==> config.mk <==
export PLATFORM = sky130hd
export DESIGN_NAME = sigma_16p_split
export DESIGN_NICKNAME = d
export VERILOG_FILES = /design/src/rtl/sigma_16p_split.sv
export SDC_FILE = /design/constraint.sdc
export NUM_CORES = 1
export LEC_CHECK = 0
export ABC_AREA = 1
export CELL_PAD_IN_SITES_DETAIL_PLACEMENT = 1
export CELL_PAD_IN_SITES_GLOBAL_PLACEMENT = 1
export CORE_ASPECT_RATIO = 0.5
export CORE_MARGIN = 10
export CORE_UTILIZATION = 30
export DETAILED_ROUTE_END_ITERATION = 6
export PLACE_DENSITY_LB_ADDON = 0.1
export SKIP_LAST_GASP = 1
export SLEW_MARGIN = 20
export SYNTH_ARGS = -nofsm -noshare
export SYNTH_HDL_FRONTEND = slang
export SYNTH_SLANG_ARGS = --single-unit
export TNS_END_PERCENT = 50
==> constraint.sdc <==
create_clock -name clk -period 3.65 [get_ports clk]
set_input_delay 0.73 -clock clk [delete_from_list [all_inputs] [get_ports clk]]
set_output_delay 0.73 -clock clk [all_outputs]
set_load 0.01 [all_outputs]
### M3 wires

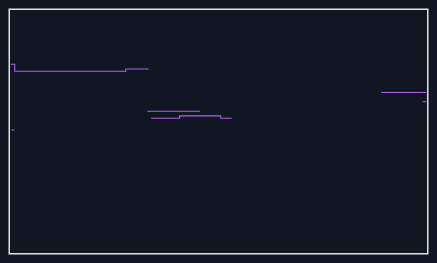
longest straight run	32.2 um
wire length on this layer	95.8 um
nets with wire on the layer	5
share of all routed wire	2.4%
main direction	horizontal
WL final: 3.99 mm
met3 Use GR: 2.73%
Vias: 1276

### I/O nets highlighted

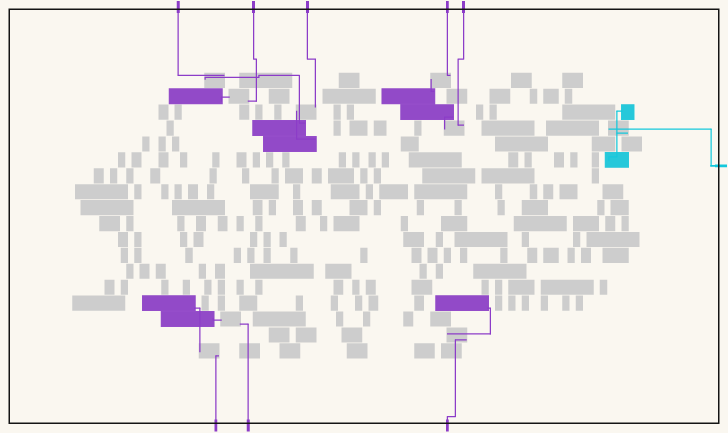
port	colour	bits	direction	edge	end cells	buffers	wire
data_out	purple	8	output	5 top, 3 bottom	8	8	197 um
sum_valid	cyan	1	input	right	2	1	37.2 um
I/O pin total: 28
Port Buf Inserts: 27

### Routed metal per tile

24 x 14 tiles, from black (low) to pale yellow (high), scaled to the fullest tile. Values are wire area over tile area, all layers added.
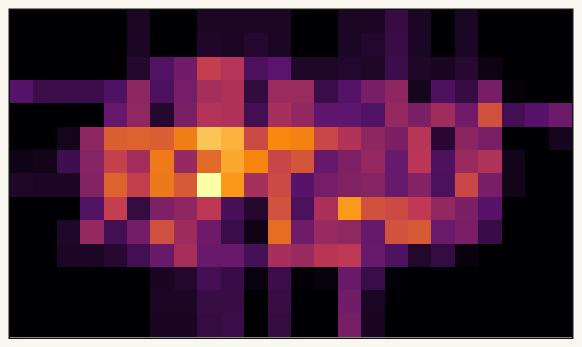
fullest tile	0.36
nearly empty tiles	35%
tiles over half the peak	11%
emptiest ninth of the die	lower right
GRT Resource Usage Total: 10.1%
Routed wire per std cell: 13.7 um

==> out/results.tsv <==
stage	metric	value	unit
status	status	complete, no violations	
worst_setup_path	worstSetupEndpointType	flip-flop	
synth	ys.flops	28	
global_routing	grt_util_met2	16.9	%
worst_setup_path	rr_worst_depth	13	
power_and_ir_drop	p_total	1.50	mW
route	viasPerCell	4.38	
timing	tightest_slew	0.367	ns
layout	postLayoutCoreUtil	39.0	%
synth	ys_cells	194	
synth	synth-edff-count	0	
layout	area_growth	25.8	%
route	drtAntennaViolNets	0	
global_routing	grt_pass1_vias	1385	
power_and_ir_drop	seq-power	0.546	mW
route	wl_met1	2.00	mm
layout	nClkBuffers	3	
synth	synth.area.top_cells	dfrtp_1 46%, nand2_1 18%, ha_1 6.5%	
synth	yosys.area_share.simple	30.7	%
floorplan	die_w	121	um
layout	num-fill-cells	604	
cts	h-tree-depth	1	
power_and_ir_drop	power_frac_comb	47.1	%
route	met3_length	95	um
layout	final_area	1930	um^2
worst_setup_path	crit_cells	12	
layout	inverters	19	
cts	cts_buffers	3	
synth	async_flop_share	100	%
cts	cts_resized	0	
power_and_ir_drop	pwr-share-clk	16.5	%
timing	max_freq	366	MHz
hold_path	hold_depth	2	
timing	hold_violations	0	
layout	dominant-cell-class	combinational gates	
layout	logic_area	712	um^2
layout	num-multi-input-gates	142	
placement	dp_hpwl	3.16	mm
synth	top_cells_by_count	74 x nand2_1, 28 x dfrtp_1, 19 x nand3_1, 18 x inv_1, 13 x nor2_1	
layout	seq_area_share	36.4	%
synth	aoi_share	5.81	%
power_and_ir_drop	powerDensity	779	nW/um^2
global_routing	grt_overflow_total	0	
floorplan	core_area	4930	um^2
timing	setup_ws	0.917	ns
timing	setup_viol	0	
power_and_ir_drop	maxPowerGroup	combinational cells	
Power and IR drop assume default switching activity.
